===== src/rtl/digit_column_stream_sequencer_if.sv =====
// Pixel byte stream from the column sequencer to the display transport.
// A byte transfers on any clock edge where out_valid and out_ready are both high.
interface digit_column_stream_sequencer_if;
   logic [7:0] out_data;
   logic       out_valid;
   logic       out_ready;
   logic       out_sop;
   logic       out_eop;

   modport master (output out_data, out_valid, out_sop, out_eop, input out_ready);
   modport slave  (input out_data, out_valid, out_sop, out_eop, output out_ready);
endinterface


===== src/rtl/digit_column_stream_sequencer.sv =====
// Walks the segment-to-pixel decoder over every page/digit/column of one frame
// and streams the resulting pixel columns in SSD1306 page-addressing order.
module digit_column_stream_sequencer #(
   parameter int NUM_DIGITS = 6,
   parameter int SEG_W      = 7,
   parameter int CHAR_COLS  = 16,
   parameter int PAGES      = 4
) (
   input  logic                        clk,
   input  logic                        reset_n,
   input  logic                        start,
   input  logic                        abort,
   input  logic [NUM_DIGITS*SEG_W-1:0] segs_in,
   output logic                        busy,
   output logic                        done,
   output logic [SEG_W-1:0]            dec_segments,
   output logic [3:0]                  dec_index_x,
   output logic [1:0]                  dec_index_y,
   input  logic [7:0]                  dec_pixels,
   digit_column_stream_sequencer_if.master stream,
   output logic [1:0]                  dbg_state
);

   localparam int COL_W  = $clog2(CHAR_COLS);
   localparam int DIG_W  = $clog2(NUM_DIGITS);
   localparam int PAGE_W = $clog2(PAGES);

   localparam logic [COL_W-1:0]  COL_LAST  = COL_W'(CHAR_COLS - 1);
   localparam logic [DIG_W-1:0]  DIG_LAST  = DIG_W'(NUM_DIGITS - 1);
   localparam logic [PAGE_W-1:0] PAGE_LAST = PAGE_W'(PAGES - 1);

   typedef enum logic [1:0] {
      IDLE  = 2'd0,
      FETCH = 2'd1,
      SEND  = 2'd2
   } state_t;

   state_t                      state;
   logic [COL_W-1:0]            col;
   logic [DIG_W-1:0]            dig;
   logic [PAGE_W-1:0]           page;
   logic [NUM_DIGITS*SEG_W-1:0] snap;
   logic                        last_byte;
   logic                        handshake;

   assign last_byte = (page == PAGE_LAST) && (dig == DIG_LAST) && (col == COL_LAST);
   assign handshake = stream.out_valid && stream.out_ready;

   // The decoder is combinational, so its inputs come straight from the counters.
   assign dec_index_x  = 4'(col);
   assign dec_index_y  = 2'(page);
   assign dec_segments = snap[int'(dig)*SEG_W +: SEG_W];
   assign dbg_state    = state;

   always_ff @(posedge clk or negedge reset_n) begin
      if (!reset_n) begin
         state            <= IDLE;
         busy             <= 1'b0;
         done             <= 1'b0;
         col              <= '0;
         dig              <= '0;
         page             <= '0;
         snap             <= '0;
         stream.out_data  <= '0;
         stream.out_valid <= 1'b0;
         stream.out_sop   <= 1'b0;
         stream.out_eop   <= 1'b0;
      end else begin
         done <= 1'b0;
         case (state)
            IDLE: begin
               if (start) begin
                  snap  <= segs_in;
                  col   <= '0;
                  dig   <= '0;
                  page  <= '0;
                  busy  <= 1'b1;
                  state <= FETCH;
               end
            end
            FETCH: begin
               if (abort) begin
                  busy  <= 1'b0;
                  state <= IDLE;
               end else begin
                  stream.out_data  <= dec_pixels;
                  stream.out_sop   <= (dig == '0) && (col == '0);
                  stream.out_eop   <= (dig == DIG_LAST) && (col == COL_LAST);
                  stream.out_valid <= 1'b1;
                  state            <= SEND;
               end
            end
            SEND: begin
               // Abort beats a handshake landing on the same edge.
               if (abort) begin
                  stream.out_valid <= 1'b0;
                  busy             <= 1'b0;
                  state            <= IDLE;
               end else if (handshake) begin
                  stream.out_valid <= 1'b0;
                  if (last_byte) begin
                     busy  <= 1'b0;
                     done  <= 1'b1;
                     state <= IDLE;
                  end else begin
                     state <= FETCH;
                     if (col == COL_LAST) begin
                        col <= '0;
                        if (dig == DIG_LAST) begin
                           dig  <= '0;
                           page <= page + 1'b1;
                        end else begin
                           dig <= dig + 1'b1;
                        end
                     end else begin
                        col <= col + 1'b1;
                     end
                  end
               end
            end
            default: begin
               stream.out_valid <= 1'b0;
               busy             <= 1'b0;
               state            <= IDLE;
            end
         endcase
      end
   end

endmodule


===== src/flat_wrapper.sv =====
// flat-port wrapper written by rule: the top's interface ports become plain ports
module digit_column_stream_sequencer_flat 
#(
   parameter int NUM_DIGITS = 6,
   parameter int SEG_W      = 7,
   parameter int CHAR_COLS  = 16,
   parameter int PAGES      = 4
)
  (clk, reset_n, start, abort, segs_in, busy, done, dec_segments, dec_index_x, dec_index_y, dec_pixels, dbg_state, stream_out_data, stream_out_valid, stream_out_sop, stream_out_eop, stream_out_ready);
  digit_column_stream_sequencer_if stream_i ();
  input  logic clk;
  input  logic reset_n;
  input  logic start;
  input  logic abort;
  input  logic [NUM_DIGITS*SEG_W-1:0] segs_in;
  output logic busy;
  output logic done;
  output logic [SEG_W-1:0] dec_segments;
  output logic [3:0] dec_index_x;
  output logic [1:0] dec_index_y;
  input  logic [7:0] dec_pixels;
  output logic [1:0] dbg_state;
  output wire logic [$bits(stream_i.out_data)-1:0] stream_out_data;
  output wire logic [$bits(stream_i.out_valid)-1:0] stream_out_valid;
  output wire logic [$bits(stream_i.out_sop)-1:0] stream_out_sop;
  output wire logic [$bits(stream_i.out_eop)-1:0] stream_out_eop;
  input wire logic [$bits(stream_i.out_ready)-1:0] stream_out_ready;
  assign stream_out_data = stream_i.out_data;
  assign stream_out_valid = stream_i.out_valid;
  assign stream_out_sop = stream_i.out_sop;
  assign stream_out_eop = stream_i.out_eop;
  assign stream_i.out_ready = stream_out_ready;
  digit_column_stream_sequencer #(.NUM_DIGITS(NUM_DIGITS), .SEG_W(SEG_W), .CHAR_COLS(CHAR_COLS), .PAGES(PAGES)) u_core (.clk(clk), .reset_n(reset_n), .start(start), .abort(abort), .segs_in(segs_in), .busy(busy), .done(done), .dec_segments(dec_segments), .dec_index_x(dec_index_x), .dec_index_y(dec_index_y), .dec_pixels(dec_pixels), .stream(stream_i), .dbg_state(dbg_state));
endmodule

===== config.mk =====
export PLATFORM = sky130hd
export DESIGN_NAME = digit_column_stream_sequencer_flat
export DESIGN_NICKNAME = d
export VERILOG_FILES = /design/src/rtl/digit_column_stream_sequencer_if.sv /design/src/rtl/digit_column_stream_sequencer.sv /design/src/flat_wrapper.sv
export SDC_FILE = /design/constraint.sdc
export NUM_CORES = 1
export LEC_CHECK = 0
export CORE_UTILIZATION = 42
export CTS_CLUSTER_DIAMETER = 50
export DETAILED_ROUTE_END_ITERATION = 6
export PLACE_DENSITY = 0.7
export SYNTH_ARGS = -nofsm -noshare
export SYNTH_HDL_FRONTEND = slang
export SYNTH_SLANG_ARGS = --single-unit

===== constraint.sdc =====
create_clock -name clk -period 2.1 [get_ports clk]
set_clock_uncertainty 0.2 [all_clocks]
set_input_delay 0.21 -clock clk [delete_from_list [all_inputs] [get_ports clk]]
set_output_delay 0.21 -clock clk [all_outputs]
set_load 0.01 [all_outputs]

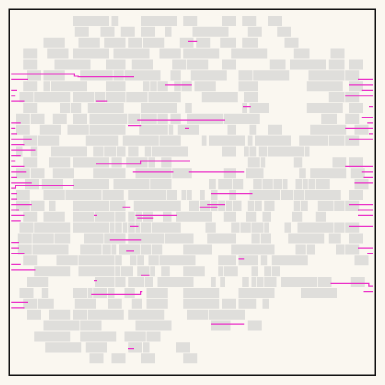
*Signal wires on met3, run 1*
Drawn at 4 px/micron. Cells faint in the background.
share of all routed wire	5.1%
longest straight run	21.6 microns
nets with wire on the layer	67
main direction	horizontal

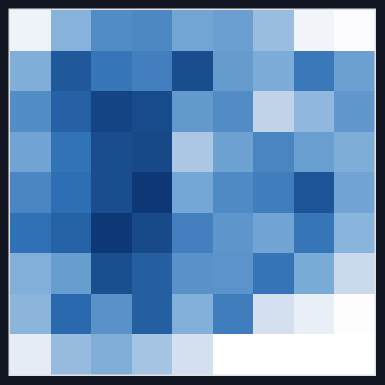
*Placement density heat map, run 1*
Drawn at 4 px/micron. The die is cut into 9 by 9 equal tiles; white is low, dark blue is high, 0 to 100% covered.
emptiest ninth of the die	bottom right
densest ninth of the die	left middle
tiles over 75% full	21%
Core Util at FP: 43.4%
Core Util, Final: 60.8%
Core ar.: 7690 sq um

==> notes.md, run 1 <==
yosys + openroad results -> # resized after CTS=36, PD cells=1230 nW/um^2, status=finished, violations left, Clock Latency Late Sink=0.34 ns, top_reg_cell synth=dfrtp_1, Die Size=8310 sq um, GRT Overall Usage=18.9%, final setup vio count=3, CP required=1.69 ns, crit path capture=dec_segments[1], failing checks=negative setup slack, cell area after synthesis=3340 sq um, WL final=7.16 mm, ys flops=66, # IOs=83, Worst Setup Slack, final=-0.0631 ns, slowest CP cell=dfrtp_2, RSZ-0062 raised after global routing=yes, yosys synthesis chip area=3340 sq um, worst r2r dst=u_core.snap[41]$_DFFE_PN0P_, layout cells sized above 1=32.8%, origin of the critical flop-to-flop path=u_core.dbg_state[1]$_DFFE_PN0P_, static leakage=2.01 nW, WHS=0.173 ns, first-iteration detailed-routing DRC count=68, Period minus WS final=2.16 ns, ys async rst share=100%, Worst Max-Slew Pin Slew=0.550 ns, largest net degree at the start of global routing=45, final worst-path cycle share=103%, Startpoint Class=flip-flop, Setup TNS Final=-0.128 ns, TritonCTS Buffers=9, WP data arrival=1.75 ns, Max IR drop VDD=0.676 mV, fillers=625, final slew viol count=0, CP Max Fanout=4, Final ANT Viol Nets=0, Port-buffer cells=82, combinational power=2.47 mW, Final Non-Filler Cells=468, mux frac, synth=25.9%, final instance area=4680 sq um, Min-Delay Path Class=in -> async, yosys warns=0, EDFF count, synth=0, cts hold-fix bufs=2, Adder Share, Synth=1.12%, Synth Seq Share=49.5%, sequential power=2.17 mW, Max stage delay on crit path=0.44 ns, AND/OR/NAND/NOR Cells, Area Fraction=9.34%, post-CTS setup buffers=3, H-tree depth=3, die y size=91.1 microns, most common logic cell in the routed design=clkdlybuf4s50_1, CTS clk-pin slew, worst paths=0.07 ns, Synth area leader=dfrtp_1, vias in the first global route=2456, DRC errors left=0, Setup CP Type=reg -> out, Top cells by area=dfrtp_1 (49%), mux2_4 (18%), mux2_2 (4.0%), antenna violations before repair=0, # Cells Yosys=251, global-route wire length before repair=12.1 mm, Comb power frac=43.0%, Post-Syn Instances=251, Post-Place Worst Slack=-0.0407 ns, CP Capture Type=output port, Nets=419, CTS sink cnt=66, CP startpoint=u_core.dig[0]$_DFFE_PN0P_, Reg power frac=37.8%, area post-placement=4400 sq um, worst reg2reg setup slack=0.17 ns, wire per inst=15.3 microns
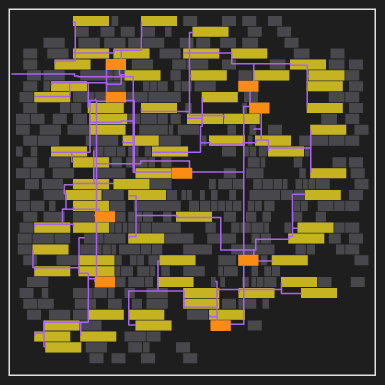
*Clock wires, drivers and flops, run 1*
Drawn at 4 px/micron.
[yellow] flip-flops | count: 66
[purple] clock wires | length: 867 microns
[orange] clock-net drivers | count: 9
flops lie	spread over the die
routed clock nets	10

[run 1: per-layer routing]
metal,part of all wire [%],track usage [%],up-vias
met5,0,0,-
met4,3.1,9.52,0
met3,5.1,3.18,18
met2,45,29.1,89
met1,47,25.7,1162
li1,-,-,1142
[run 1: layout make-up]
type | instances | share of cell area, %
sequential | 66 | 35.4
multi-input combinational | 164 | 33.1
timing repair buffer | 113 | 23.8
clock inverter | 4 | 1.07
clock buffer | 12 | 3.32
inverter | 7 | 0.562
tap | 102 | 2.73
[run 1: Yosys cell counts (4+ instances only)]
master    instances
buf_12            4
dfrtp_1          66
nor2_1            5
mux2_2           12
o21ai_0          17
mux4_2            4
inv_1             7
a21oi_1          12
nand3_1           9
mux2_4           40
nand2_1          11
mux2i_1           4
buf_2             5
clkbuf_1          5
nand2b_1          5
[run 1: worst min-delay path by stage]
stage / slack, ns / from / cells past startpoint / to
global route: 0.20 / reset_n / 3 / u_core.snap[16]$_DFFE_PN0P_
finish: 0.17 / reset_n / 3 / u_core.snap[9]$_DFFE_PN0P_
floorplan: -0.29 / reset_n / 0 / u_core.busy$_DFFE_PN0P_
detailed placement: -0.19 / reset_n / 1 / u_core.snap[26]$_DFFE_PN0P_
global placement: -0.19 / reset_n / 1 / u_core.snap[26]$_DFFE_PN0P_
CTS: 0.17 / reset_n / 3 / u_core.snap[37]$_DFFE_PN0P_
[run 1: registers in the layout, indices dropped and copies added (netlist names)]
signal / flops
u_core.done: 1
u_core.dec_index_y: 2
u_core.stream.out_eop: 1
u_core.dig: 3
u_core.dec_index_x: 4
u_core.stream.out_valid: 1
u_core.snap: 42
u_core.dbg_state: 2
u_core.stream.out_data: 8
u_core.stream.out_sop: 1
u_core.busy: 1
==> run 2, diff against run 1 <==
--- a/config.mk
+++ b/config.mk
@@ -5,9 +5,11 @@
 export SDC_FILE = /design/constraint.sdc
 export NUM_CORES = 1
 export LEC_CHECK = 0
+export ABC_CLOCK_PERIOD_IN_PS = 2100
 export CORE_UTILIZATION = 42
 export CTS_CLUSTER_DIAMETER = 50
 export DETAILED_ROUTE_END_ITERATION = 6
+export GPL_TIMING_DRIVEN = 0
 export PLACE_DENSITY = 0.7
 export SYNTH_ARGS = -nofsm -noshare
 export SYNTH_HDL_FRONTEND = slang
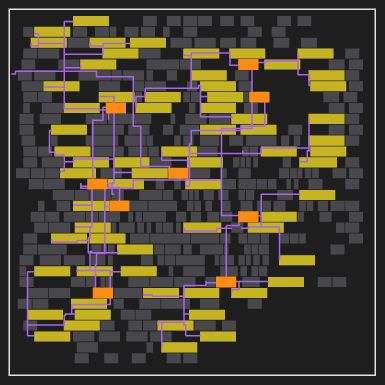
*Clock wires, drivers and flops, run 2*
Drawn at 4 px/micron.
[yellow] flip-flops | count: 66
[orange] clock-net drivers | count: 9
[purple] clock wires | length: 829 microns
flops lie	spread over the die
routed clock nets	10

==> run 2 against run 1 <==
The flow still finishes with violations (negative setup slack). Synthesized cell count did not move. Sequential power barely moved. Worst setup slack got worse by 0.050 ns. Register-to-register slack got worse by 0.05 ns. Clock power barely moved. Cell count fell by 1.1%. Via count rose by 2.2%. Clock-buffer cell count fell by 3. Cell area rose by 0.96%.
==> notes.md, run 2 <==
yosys + openroad results -> Max stage delay on crit path=0.51 ns (+0.07 ns), static leakage=2.00 nW (-0.34%), final instance area=4720 sq um (+0.96%), Inverters=7 (unchanged), Worst Setup Slack, final=-0.113 ns (-0.0504 ns), clock buf count=9 (-3), CP Capture Type=output port, max FFs per register=42 (unchanged), Core Util, Final=61.4% (+0.59 points), most common logic cell in the routed design=clkdlybuf4s50_1, Post-Place Worst Slack=-0.603 ns (-0.562 ns), Synth Seq Share=49.5% (unchanged), WP data arrival=1.80 ns (+0.05 ns), vias in the first global route=2488 (+1.3%), commonest cells in the netlist=dfrtp_1 (66), mux2_4 (40), o21ai_0 (17), CP required=1.69 ns (about the same), flop share of the area=35.0% (-0.34 points), GRT Overall Usage=19.5% (+0.62 points), Clock Latency Late Sink=0.35 ns (about the same), CTS clk-pin slew, worst paths=0.08 ns (about the same), Data buffer area share=23.2% (-0.62 points), WHS=0.268 ns (+0.0950 ns), final setup vio count=6 (+3), Core Util at FP=43.4% (unchanged), Max IR drop VDD=0.662 mV (-2.1%), final worst-path cycle share=105% (+2.4 points), area post-placement=4280 sq um (-2.6%), Top cells by area=dfrtp_1 (49%), mux2_4 (18%), mux2_2 (4.0%), # Cells Yosys=251 (unchanged), yosys warns=0 (unchanged), Setup TNS Final=-0.299 ns (-0.171 ns), Setup CP Type=reg -> out, PD cells=1230 nW/um^2 (about the same), CTS sink cnt=66 (unchanged), ys async rst share=100% (unchanged), Largest Register=u_core.snap, tap cells=102 (unchanged), sequential power=2.19 mW (about the same), failing checks=negative setup slack, Comb power frac=43.6% (+0.6 points), Reg power frac=37.8% (about the same), TritonCTS Buffers=9 (unchanged), logic share of the area=34.2% (+1.1 points), Worst Max-Slew Pin Slew=0.806 ns (+0.256 ns), final slew viol count=0 (unchanged), Yosys top cell by instances=dfrtp_1, clock network share of area=4.24% (-0.15 points), status=finished, violations left, Comb gates=164 (unchanged), Final Non-Filler Cells=463 (-1.1%), antenna violations before repair=0 (unchanged), RSZ-0062 raised after global routing=yes, layout cells sized above 1=34.3% (+1.6 points)
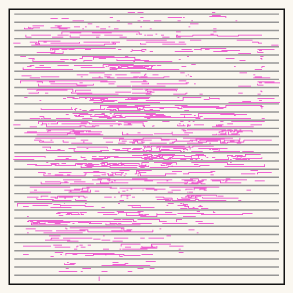
*Metal 1, run 2*
Drawn at 3 px/micron. Supply wires on this layer in gray.
longest straight run	31.7 microns
nets with wire on the layer	347
wire length on this layer	3440 microns
grt met1 use: 26.1%
WL final: 7.62 mm
via count: 2464

[run 2: cell types whose count changed in the layout (fill, tap and decap cells not counted), sizes merged]
cell,before,now
clkinv,1,2
bufbuf,1,0
buf,36,30
inv,7,8
dlygate4sd3,2,1
clkinvlp,2,3
[run 2: metal layers]
layer | global-route usage (%) | vias up | wire, microns
met5 | 0 | - | 0
met4 | 7.94 | 0 | 185
met3 | 5.44 | 17 | 424
met2 | 29.9 | 100 | 3570
met1 | 26.1 | 1216 | 3440
li1 | - | 1131 | -
[run 2: path summary, 6_finish.rpt]
kind | end | startpoint | slack, ns | depth (start not counted)
worst max register to register | u_core.dec_index_x[1]$_DFFE_PN0P_ | u_core.dec_index_x[1]$_DFFE_PN0P_ | 0.12 | 5
worst min-delay path | u_core.stream.out_data[7]$_DFFE_PN0P_ | dec_pixels[7] | 0.27 | 2
worst min register to register | u_core.stream.out_data[4]$_DFFE_PN0P_ | u_core.stream.out_data[4]$_DFFE_PN0P_ | 0.31 | 1
min in group asynchronous | u_core.snap[23]$_DFFE_PN0P_ | reset_n | 0.29 | 2
worst max-delay path | dec_segments[5] | u_core.dig[0]$_DFFE_PN0P_ | -0.11 | 4
max in group asynchronous | u_core.dig[1]$_DFFE_PN0P_ | reset_n | 0.82 | 2
[run 2: cell families after synthesis]
logic type      after synthesis  synth area share (%)
mux                          60                  25.9
flops                        66                  49.5
simple gates                 50                  9.34
buf+inv                      21                  4.50
fa+ha+maj                     3                  1.12
compound gates               51                  9.60
[run 2: what timing repair did]
| item | in CTS | in global routing |
|---|---|---|
| buffers inserted | 5 | 6 |
| pin swaps | 11 | 5 |
| cloned | 1 | 0 |
| setup endpoints to repair | 7 | 44 |
| hold buffers | 1 | 0 |
| endpoints found under the hold margin | 66 | 0 |
| gates resized | 63 | 12 |
==> run 3, diff against run 2 <==
--- a/config.mk
+++ b/config.mk
@@ -6,6 +6,7 @@
 export NUM_CORES = 1
 export LEC_CHECK = 0
 export ABC_CLOCK_PERIOD_IN_PS = 2100
+export CAP_MARGIN = 20
 export CORE_UTILIZATION = 42
 export CTS_CLUSTER_DIAMETER = 50
 export DETAILED_ROUTE_END_ITERATION = 6
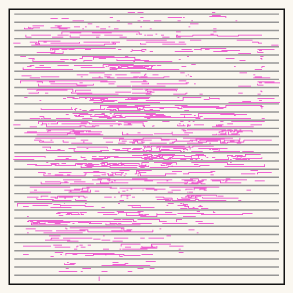
*Metal 1, run 3*
Drawn at 3 px/micron. Supply wires on this layer in gray.
nets with wire on the layer	347
wire length on this layer	3440 microns
share of all routed wire	45%
longest straight run	31.7 microns
main direction	horizontal

==> run 3 against run 2 <==
The run still ends with negative setup slack left. Cell count did not move. Wire length unchanged. Clock power hardly changed. Fmax stayed put. Combinational power barely moved. Clock-buffer cell count did not move. Synthesized area unchanged. Worst setup slack did not move. Utilization is the same. Critical endpoint unchanged. Largest cell class unchanged. Largest power group unchanged.
==> notes.md, run 3 <==
yosys + openroad results -> Comb gates=164 (unchanged), TritonCTS Buffers=9 (unchanged), Largest Register=u_core.snap, Max IR drop VDD=0.662 mV (unchanged), static leakage=2.00 nW (unchanged), max layer used=met4, Final Non-Filler Cells=463 (unchanged), antenna violations before repair=0 (unchanged), ys async rst share=100% (unchanged), tap cells=102 (unchanged), status=finished, violations left, Clock Latency Late Sink=0.35 ns (about the same), CTS sink cnt=66 (unchanged), failing checks=negative setup slack, commonest cells in the netlist=dfrtp_1 (66), mux2_4 (40), o21ai_0 (17), origin of the critical flop-to-flop path=u_core.dec_index_x[1]$_DFFE_PN0P_, WHS Endpoint=u_core.stream.out_data[7]$_DFFE_PN0P_, via count=2464 (unchanged), layer with the highest usage=met2, vias in the first global route=2488 (unchanged), flop share of the area=35.0% (unchanged), CTS clk-pin slew, worst paths=0.08 ns (about the same), Synth Seq Share=49.5% (unchanged), clock buf count=9 (unchanged), Setup TNS Final=-0.299 ns (unchanged), final setup vio count=6 (unchanged), yosys warns=0 (unchanged), met2 Use GR=29.9% (unchanged), GRT Overall Usage=19.5% (unchanged), Worst Setup Slack, final=-0.113 ns (unchanged), sequential power=2.19 mW (about the same), WL met2=3.57 mm (unchanged), Yosys top cell by instances=dfrtp_1, WL final=7.62 mm (unchanged), logic share of the area=34.2% (unchanged), layout cells sized above 1=34.3% (unchanged), Inverters=7 (unchanged), grt met3 use=5.44% (unchanged), clock network share of area=4.24% (unchanged), WHS=0.268 ns (unchanged), worst reg2reg setup slack=0.12 ns (about the same), Core Util, Final=61.4% (unchanged), RSZ-0062 raised after global routing=yes, R2R depth=5 (unchanged), HP Start=dec_pixels[7], most common logic cell in the routed design=clkdlybuf4s50_1, PD cells=1230 nW/um^2 (unchanged), Max stage delay on crit path=0.51 ns (about the same), met3 WL post-DR=424 microns (unchanged), Post-Route M1 WL=3.44 mm (unchanged)
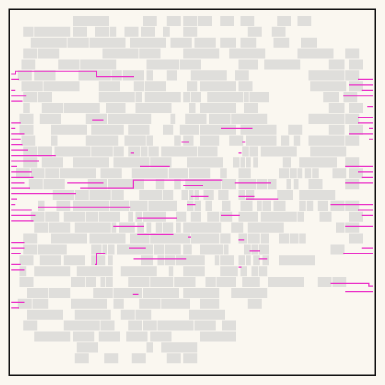
*Signal wires on met3, run 3*
Drawn at 4 px/micron. Cells faint in the background.
share of all routed wire	5.6%
wire length on this layer	424 microns
longest straight run	22.8 microns
nets with wire on the layer	72
main direction	horizontal

-- run 3: metrics by stage --
| stage | total power, mW | setup slack (ns) |
|---|---|---|
| 6_report | 5.80 | -0.113 |
| 5_1_grt | 6.13 | -0.151 |
| 4_1_cts | 5.81 | -0.104 |
| 3_5_place_dp | 4.74 | -0.603 |
| 3_3_place_gp | 4.68 | -1.57 |
| 2_1_floorplan | 3.88 | 0.214 |
-- run 3: how the worst max path moves through the flow --
| stage | cells after the start | to | startpoint | slack, ns |
|---|---|---|---|---|
| after floorplan | 5 | u_core.snap[10]$_DFFE_PN0P_ | u_core.dbg_state[1]$_DFFE_PN0P_ | 0.21 |
| after global placement | 1 | u_core.dec_index_x[0]$_DFFE_PN0P_ | reset_n | -1.57 |
| after detailed placement | 7 | dec_segments[4] | u_core.dig[1]$_DFFE_PN0P_ | -0.60 |
| after CTS | 4 | dec_segments[5] | u_core.dig[0]$_DFFE_PN0P_ | -0.10 |
| after global routing | 4 | dec_segments[5] | u_core.dig[0]$_DFFE_PN0P_ | -0.15 |
| final | 4 | dec_segments[5] | u_core.dig[0]$_DFFE_PN0P_ | -0.11 |
-- run 3: cells by family after synthesis --
family / Yosys count / share of synthesized area (%)
flip-flops: 66 / 49.5
multiplexers: 60 / 25.9
AND-OR/OR-AND: 51 / 9.60
AND/OR/NAND/NOR: 50 / 9.34
buffers and inverters: 21 / 4.50
adder cells (fa/ha/maj): 3 / 1.12
-- run 3: critical path, delay by kind of cell, from the launching register on --
family          cells  cell delay (ns)
flops               1             0.37
buf+inv             2             0.32
mux                 1             0.51
compound gates      1             0.25
-- run 3: repair_timing --
action,in CTS,in global routing
setup endpoints to repair,7,44
endpoints found under the hold margin,66,0
gates resized,63,12
pin swaps,11,5
buffers inserted,5,6
hold buffers,1,0
cloned,1,0
Power figures rest on the tool's default switching activity, not on a simulated workload.
